===== src/rtl/mem_bus_bridge_if.sv =====
// Signal bundle between a single bus master, the mem_bus_bridge and its slave ports.
// The bridge uses the slave modport; the environment (master plus slave devices) uses the master modport.
interface mem_bus_bridge_if #(
  parameter int DATA_WIDTH = 32,
  parameter int ADDR_WIDTH = 32,
  parameter int NUM_SLAVES = 3
);
  logic                             m_req;
  logic                             m_we;
  logic [ADDR_WIDTH-1:0]            m_addr;
  logic [DATA_WIDTH-1:0]            m_wdata;
  logic [DATA_WIDTH-1:0]            m_rdata;
  logic                             m_ready;
  logic                             m_err;
  logic [NUM_SLAVES-1:0]            s_sel;
  logic                             s_we;
  logic [ADDR_WIDTH-1:0]            s_addr;
  logic [DATA_WIDTH-1:0]            s_wdata;
  logic [NUM_SLAVES*DATA_WIDTH-1:0] s_rdata;
  logic [NUM_SLAVES-1:0]            s_ready;

  modport slave (
    input  m_req, m_we, m_addr, m_wdata, s_rdata, s_ready,
    output m_rdata, m_ready, m_err, s_sel, s_we, s_addr, s_wdata
  );

  modport master (
    output m_req, m_we, m_addr, m_wdata, s_rdata, s_ready,
    input  m_rdata, m_ready, m_err, s_sel, s_we, s_addr, s_wdata
  );
endinterface


===== src/rtl/mem_bus_bridge.sv =====
// Single-master to NUM_SLAVES address-decoding bridge with registered one-hot slave select.
// Optional ACCESS-state timeout is enabled by defining BUS_TIMEOUT_EN.
module mem_bus_bridge #(
  parameter int DATA_WIDTH = 32,
  parameter int ADDR_WIDTH = 32,
  parameter int NUM_SLAVES = 3,
  parameter logic [NUM_SLAVES*ADDR_WIDTH-1:0] SLAVE_BASE =
    (NUM_SLAVES*ADDR_WIDTH)'({32'h10010000, 32'h00400000}),
  parameter logic [NUM_SLAVES*ADDR_WIDTH-1:0] SLAVE_MASK =
    (NUM_SLAVES*ADDR_WIDTH)'({32'hFFFFFF00, 32'hFFFF0000}),
  parameter int TIMEOUT_CYCLES = 16
) (
  input  logic            clk,
  input  logic            rst,
  mem_bus_bridge_if.slave bus
);

  if (NUM_SLAVES < 1 || NUM_SLAVES > 4) begin : g_bad_num_slaves
    $error("mem_bus_bridge: NUM_SLAVES must be in 1..4");
  end
  if (TIMEOUT_CYCLES < 2) begin : g_bad_timeout
    $error("mem_bus_bridge: TIMEOUT_CYCLES must be at least 2");
  end

  typedef enum logic [1:0] {
    IDLE   = 2'd0,
    ACCESS = 2'd1,
    RESP   = 2'd2,
    ERR    = 2'd3
  } state_t;

  state_t                state;
  state_t                state_next;

  logic [NUM_SLAVES-1:0] hit_sel;
  logic [ADDR_WIDTH-1:0] hit_offset;
  logic [NUM_SLAVES-1:0] sel_q;
  logic                  we_q;
  logic [ADDR_WIDTH-1:0] addr_q;
  logic [DATA_WIDTH-1:0] wdata_q;
  logic [DATA_WIDTH-1:0] rdata_q;
  logic [DATA_WIDTH-1:0] rdata_mux;
  logic                  ready_hit;
  logic                  timeout_hit;

  // Walk from the highest slot down so the lowest matching index is the one left standing.
  // An all-zero mask marks an unpopulated slot (the default packs fewer windows than slots).
  always_comb begin
    hit_sel    = '0;
    hit_offset = '0;
    for (int k = NUM_SLAVES - 1; k >= 0; k--) begin
      if ((SLAVE_MASK[k*ADDR_WIDTH +: ADDR_WIDTH] != '0) &&
          ((bus.m_addr & SLAVE_MASK[k*ADDR_WIDTH +: ADDR_WIDTH]) ==
           SLAVE_BASE[k*ADDR_WIDTH +: ADDR_WIDTH])) begin
        hit_sel    = '0;
        hit_sel[k] = 1'b1;
        hit_offset = bus.m_addr & ~SLAVE_MASK[k*ADDR_WIDTH +: ADDR_WIDTH];
      end
    end
  end

  // Only the selected slave's ready and read data are observed; the others are masked off.
  always_comb begin
    rdata_mux = '0;
    for (int k = 0; k < NUM_SLAVES; k++) begin
      if (sel_q[k]) begin
        rdata_mux = rdata_mux | bus.s_rdata[k*DATA_WIDTH +: DATA_WIDTH];
      end
    end
  end

  assign ready_hit = |(bus.s_ready & sel_q);

`ifdef BUS_TIMEOUT_EN
  localparam int CntWidth = $clog2(TIMEOUT_CYCLES + 1);

  logic [CntWidth-1:0] wait_cnt;

  // Held at zero outside ACCESS, so every ACCESS entry starts counting from zero.
  always_ff @(posedge clk or posedge rst) begin
    if (rst) begin
      wait_cnt <= '0;
    end else if (state != ACCESS) begin
      wait_cnt <= '0;
    end else begin
      wait_cnt <= wait_cnt + 1'b1;
    end
  end

  assign timeout_hit = (wait_cnt == CntWidth'(TIMEOUT_CYCLES - 1));
`else
  assign timeout_hit = 1'b0;
`endif

  always_ff @(posedge clk or posedge rst) begin
    if (rst) begin
      state <= IDLE;
    end else begin
      state <= state_next;
    end
  end

  always_comb begin
    state_next = state;
    case (state)
      IDLE: begin
        if (bus.m_req) begin
          state_next = (hit_sel != '0) ? ACCESS : ERR;
        end
      end
      ACCESS: begin
        if (ready_hit) begin
          state_next = RESP;
        end else if (timeout_hit) begin
          state_next = ERR;
        end
      end
      RESP:    state_next = IDLE;
      ERR:     state_next = IDLE;
      default: state_next = IDLE;
    endcase
  end

  // Slave-side request is captured once at accept and frozen until the access ends,
  // which is what makes later master-side changes invisible to the slave.
  always_ff @(posedge clk or posedge rst) begin
    if (rst) begin
      sel_q   <= '0;
      we_q    <= 1'b0;
      addr_q  <= '0;
      wdata_q <= '0;
      rdata_q <= '0;
    end else begin
      case (state)
        IDLE: begin
          if (bus.m_req && (hit_sel != '0)) begin
            sel_q   <= hit_sel;
            we_q    <= bus.m_we;
            addr_q  <= hit_offset;
            wdata_q <= bus.m_wdata;
            rdata_q <= '0;
          end
        end
        ACCESS: begin
          if (ready_hit) begin
            sel_q   <= '0;
            we_q    <= 1'b0;
            rdata_q <= we_q ? '0 : rdata_mux;
          end else if (timeout_hit) begin
            sel_q   <= '0;
            we_q    <= 1'b0;
          end
        end
        default: begin
        end
      endcase
    end
  end

  assign bus.s_sel   = sel_q;
  assign bus.s_we    = we_q;
  assign bus.s_addr  = addr_q;
  assign bus.s_wdata = wdata_q;
  assign bus.m_ready = (state == RESP) || (state == ERR);
  assign bus.m_err   = (state == ERR);
  assign bus.m_rdata = (state == RESP) ? rdata_q : '0;

endmodule


===== src/flat_wrapper.sv =====
// flat-port wrapper written by rule: the top's interface ports become plain ports
module mem_bus_bridge_flat 
#(
  parameter int DATA_WIDTH = 32,
  parameter int ADDR_WIDTH = 32,
  parameter int NUM_SLAVES = 3,
  parameter logic [NUM_SLAVES*ADDR_WIDTH-1:0] SLAVE_BASE =
    (NUM_SLAVES*ADDR_WIDTH)'({32'h10010000, 32'h00400000}),
  parameter logic [NUM_SLAVES*ADDR_WIDTH-1:0] SLAVE_MASK =
    (NUM_SLAVES*ADDR_WIDTH)'({32'hFFFFFF00, 32'hFFFF0000}),
  parameter int TIMEOUT_CYCLES = 16
)
  (clk, rst, bus_m_req, bus_m_we, bus_m_addr, bus_m_wdata, bus_s_rdata, bus_s_ready, bus_m_rdata, bus_m_ready, bus_m_err, bus_s_sel, bus_s_we, bus_s_addr, bus_s_wdata);
  mem_bus_bridge_if #(.DATA_WIDTH(DATA_WIDTH), .ADDR_WIDTH(ADDR_WIDTH), .NUM_SLAVES(NUM_SLAVES)) bus_i ();
  input  logic clk;
  input  logic rst;
  input wire logic [$bits(bus_i.m_req)-1:0] bus_m_req;
  input wire logic [$bits(bus_i.m_we)-1:0] bus_m_we;
  input wire logic [$bits(bus_i.m_addr)-1:0] bus_m_addr;
  input wire logic [$bits(bus_i.m_wdata)-1:0] bus_m_wdata;
  input wire logic [$bits(bus_i.s_rdata)-1:0] bus_s_rdata;
  input wire logic [$bits(bus_i.s_ready)-1:0] bus_s_ready;
  output wire logic [$bits(bus_i.m_rdata)-1:0] bus_m_rdata;
  output wire logic [$bits(bus_i.m_ready)-1:0] bus_m_ready;
  output wire logic [$bits(bus_i.m_err)-1:0] bus_m_err;
  output wire logic [$bits(bus_i.s_sel)-1:0] bus_s_sel;
  output wire logic [$bits(bus_i.s_we)-1:0] bus_s_we;
  output wire logic [$bits(bus_i.s_addr)-1:0] bus_s_addr;
  output wire logic [$bits(bus_i.s_wdata)-1:0] bus_s_wdata;
  assign bus_i.m_req = bus_m_req;
  assign bus_i.m_we = bus_m_we;
  assign bus_i.m_addr = bus_m_addr;
  assign bus_i.m_wdata = bus_m_wdata;
  assign bus_i.s_rdata = bus_s_rdata;
  assign bus_i.s_ready = bus_s_ready;
  assign bus_m_rdata = bus_i.m_rdata;
  assign bus_m_ready = bus_i.m_ready;
  assign bus_m_err = bus_i.m_err;
  assign bus_s_sel = bus_i.s_sel;
  assign bus_s_we = bus_i.s_we;
  assign bus_s_addr = bus_i.s_addr;
  assign bus_s_wdata = bus_i.s_wdata;
  mem_bus_bridge #(.DATA_WIDTH(DATA_WIDTH), .ADDR_WIDTH(ADDR_WIDTH), .NUM_SLAVES(NUM_SLAVES), .SLAVE_BASE(SLAVE_BASE), .SLAVE_MASK(SLAVE_MASK), .TIMEOUT_CYCLES(TIMEOUT_CYCLES)) u_core (.clk(clk), .rst(rst), .bus(bus_i));
endmodule

===== config.mk =====
export PLATFORM = sky130hd
export DESIGN_NAME = mem_bus_bridge_flat
export DESIGN_NICKNAME = d
export VERILOG_FILES = /design/src/rtl/mem_bus_bridge_if.sv /design/src/rtl/mem_bus_bridge.sv /design/src/flat_wrapper.sv
export SDC_FILE = /design/constraint.sdc
export NUM_CORES = 1
export LEC_CHECK = 0
export ABC_AREA = 1
export CORE_ASPECT_RATIO = 1.5
export CORE_MARGIN = 5
export CORE_UTILIZATION = 41
export CTS_CLUSTER_DIAMETER = 150
export CTS_CLUSTER_SIZE = 14
export DETAILED_ROUTE_END_ITERATION = 10
export GPL_TIMING_DRIVEN = 0
export HOLD_SLACK_MARGIN = 0.06
export PLACE_DENSITY = 0.87
export SYNTH_ARGS = -nofsm -noshare
export SYNTH_HDL_FRONTEND = slang
export SYNTH_SLANG_ARGS = --single-unit
export TNS_END_PERCENT = 5

===== constraint.sdc =====
create_clock -name clk -period 6.02 [get_ports clk]
set_input_delay 1.505 -clock clk [delete_from_list [all_inputs] [get_ports clk]]
set_output_delay 1.505 -clock clk [all_outputs]
set_load 0.05 [all_outputs]

==> run_1/metal_stack.png <==
Scale: 4 px per micron. Only two layers are drawn.
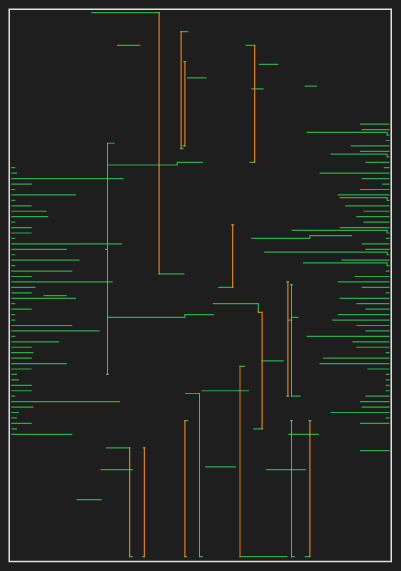
| layer | color | wire length |
|---|---|---|
| met4 | orange | 550 microns |
| met3 | green | 1120 microns |

==> run_1/zoom.png <==
Region (61, 93) to (81, 113) microns. Cells in gray, sequential cells in the stronger gray; small squares are vias.
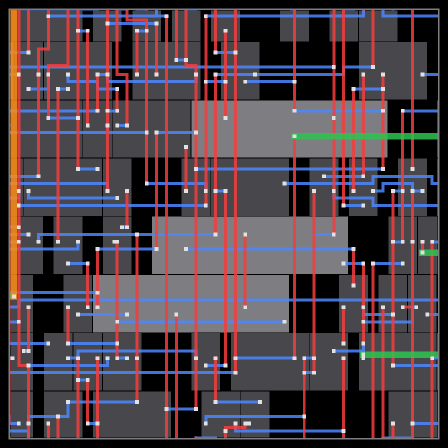
| layer | color |
|---|---|
| met4 | orange |
| met1 | blue |
| met3 | green |
| met2 | red |
most frequent: nand2_1 (16), clkdlybuf4s50_1 (8), nand3_1 (7)
sequential cells in the window: 3
cells with their middle in the window: 49
netlist names of flops here include: `u_core.rdata_q` (3)

==> run_1/met2.png <==
Scale: 3 px per micron. Cells faint in the background.
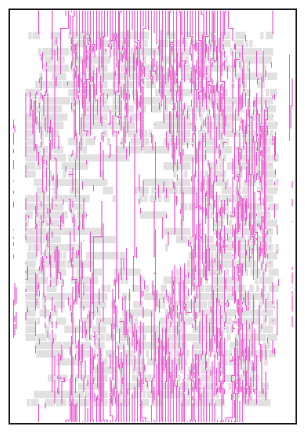
nets with wire on the layer: 776
share of all routed wire: 52%
wire length on this layer: 7780 microns

==> run_1/port_nets.png <==
Scale: 3 px per micron.
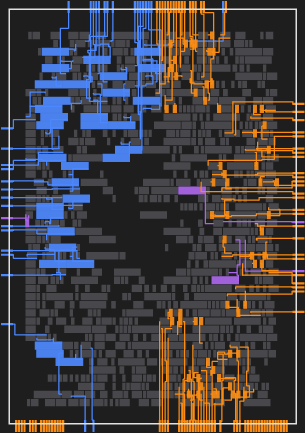
| port | color | bits | direction | edge | end cells | buffers | wire |
|---|---|---|---|---|---|---|---|
| `bus_s_sel` | purple | 3 | output | 2 right, 1 left | 3 | 3 | 92.1 microns |
| `bus_s_rdata` | orange | 96 | input | 54 bottom, 25 right, 17 top | 64 | 64 | 1570 microns |
| `bus_s_wdata` | blue | 32 | output | 16 top, 14 left, 2 bottom | 32 | 32 | 1100 microns |

==> changes_impl.md, run 1 <==
### Metrics

* VDD IR-drop max at 136 uV
* Status: complete, no violations
* Avg Synthesized Cell Area at 7.42 sq um
* Fin area at 0.00724 sq mm
* Post-synthesis simple-gate area fraction at 0.338
* P_sw at 418 uW
* Part of the power in registers at 0.384
* Port Buffers at 218
* Seq/Total Area, Yosys at 0.477
* Worst-path clk slew at 0.06 ns
* TritonCTS clock tree: built
* # setup viols final at 0
* Max Clock Freq at 263 MHz
* Total CTS buffers at 9
* Met1 wire length at 5450 microns
* Worst setup margin at 2.22 ns
* Vias in the first global route at 4588
* Logic share of the area at 0.262
* Reg-to-reg critical path startpoint: u_core.state[1]
* FFs w/ async S/R, synth at 1.00
* Pin count of the biggest net entering global routing at 51
* Grt peak-use layer: met2
* Taps Inserted at 144
* YS chip area at 0.00446 sq mm
* Layout cells sized above 1 at 0.0986
==> run 2, diff against run 1 <==
--- a/config.mk
+++ b/config.mk
@@ -8,13 +8,13 @@
 export ABC_AREA = 1
 export CORE_ASPECT_RATIO = 1.5
 export CORE_MARGIN = 5
-export CORE_UTILIZATION = 41
+export CORE_UTILIZATION = 38
 export CTS_CLUSTER_DIAMETER = 150
 export CTS_CLUSTER_SIZE = 14
 export DETAILED_ROUTE_END_ITERATION = 10
 export GPL_TIMING_DRIVEN = 0
 export HOLD_SLACK_MARGIN = 0.06
-export PLACE_DENSITY = 0.87
+export PLACE_DENSITY = 0.82
 export SYNTH_ARGS = -nofsm -noshare
 export SYNTH_HDL_FRONTEND = slang
 export SYNTH_SLANG_ARGS = --single-unit
==> constraint.sdc (replaced) <==
create_clock -name clk -period 3.6 [get_ports clk]
set_input_delay 0.9 -clock clk [delete_from_list [all_inputs] [get_ports clk]]
set_output_delay 0.9 -clock clk [all_outputs]
set_load 0.05 [all_outputs]
==> run_2/port_nets.png <==
Scale: 3 px per micron.
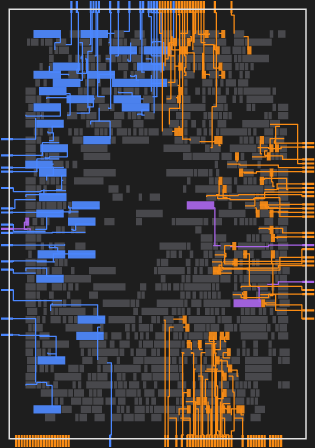
| port | color | bits | direction | edge | end cells | buffers | wire |
|---|---|---|---|---|---|---|---|
| `bus_s_rdata` | orange | 96 | input | 54 bottom, 24 right, 18 top | 64 | 64 | 1710 microns |
| `bus_s_wdata` | blue | 32 | output | 16 top, 15 left, 1 bottom | 32 | 32 | 1030 microns |
| `bus_s_sel` | purple | 3 | output | 2 right, 1 left | 3 | 3 | 70.6 microns |

==> run_2/met2.png <==
Scale: 3 px per micron. Cells faint in the background.
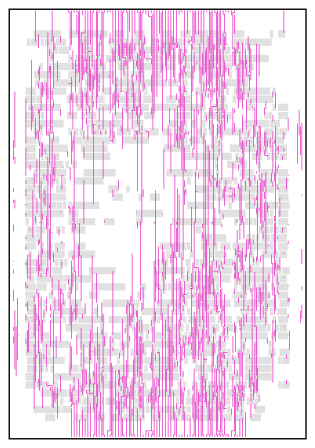
wire length on this layer: 7680 microns
longest straight run: 64.6 microns

==> run 2 against run 1 <==
Net effect: flip-flop count is the same; final area grew 0.22%; via count shrank 1.3%; cell count grew 0.60%; count of clock-buffer cells in the layout shrank 1; clock power grew about 70%; sequential share of layout area shrank 0.066 points; sequential power grew 68%; core utilization shrank 5.4 points; critical path depth is the same; largest power group unchanged; highest routed layer unchanged.
==> changes_impl.md, run 2 <==
### Metrics

* Worst setup margin at 0.401 ns (-1.82 ns)
* Status: complete, no violations
* P_sw at 716 uW (+71%)
* Port Buffers at 218 (unchanged)
* Final Power at 2560 uW
* Rel. slew slack at 0.553
* Seq/Total Area, Yosys at 0.477 (unchanged)
* Post-synthesis simple-gate area fraction at 0.338 (unchanged)
* Largest delay contributor family on the critical path: buffers and inverters
* Pin count of the biggest net entering global routing at 45 (-12%)
* Total gr overflow at 0
* Logic share of the area at 0.261 (-0.000587)
* Reg-to-reg critical path startpoint: u_core.state[1]
* Taps Inserted at 150 (+4.2%)
* Part of the power in registers at 0.383 (about the same)
* VDD IR-drop max at 340 uV (+150%)
* Worst-path clk slew at 0.06 ns (about the same)
* # setup viols final at 0 (unchanged)
* Layout cells sized above 1 at 0.0998 (+0.00117)
* Post-layout period usage at 0.889
* YS chip area at 0.00446 sq mm (unchanged)
* Avg Synthesized Cell Area at 7.42 sq um (unchanged)
* Fin area at 0.00725 sq mm (+0.22%)
* Grt peak-use layer: met2
* Vias in the first global route at 4619 (+0.68%)
* FFs w/ async S/R, synth at 1.00 (unchanged)
* Total CTS buffers at 9 (unchanged)
* Met1 wire length at 5500 microns (+0.92%)
* TritonCTS clock tree: built
* Hold_sp: u_core.bus.s_addr[1]
Power figures rest on the tool's default switching activity, not on a simulated workload.
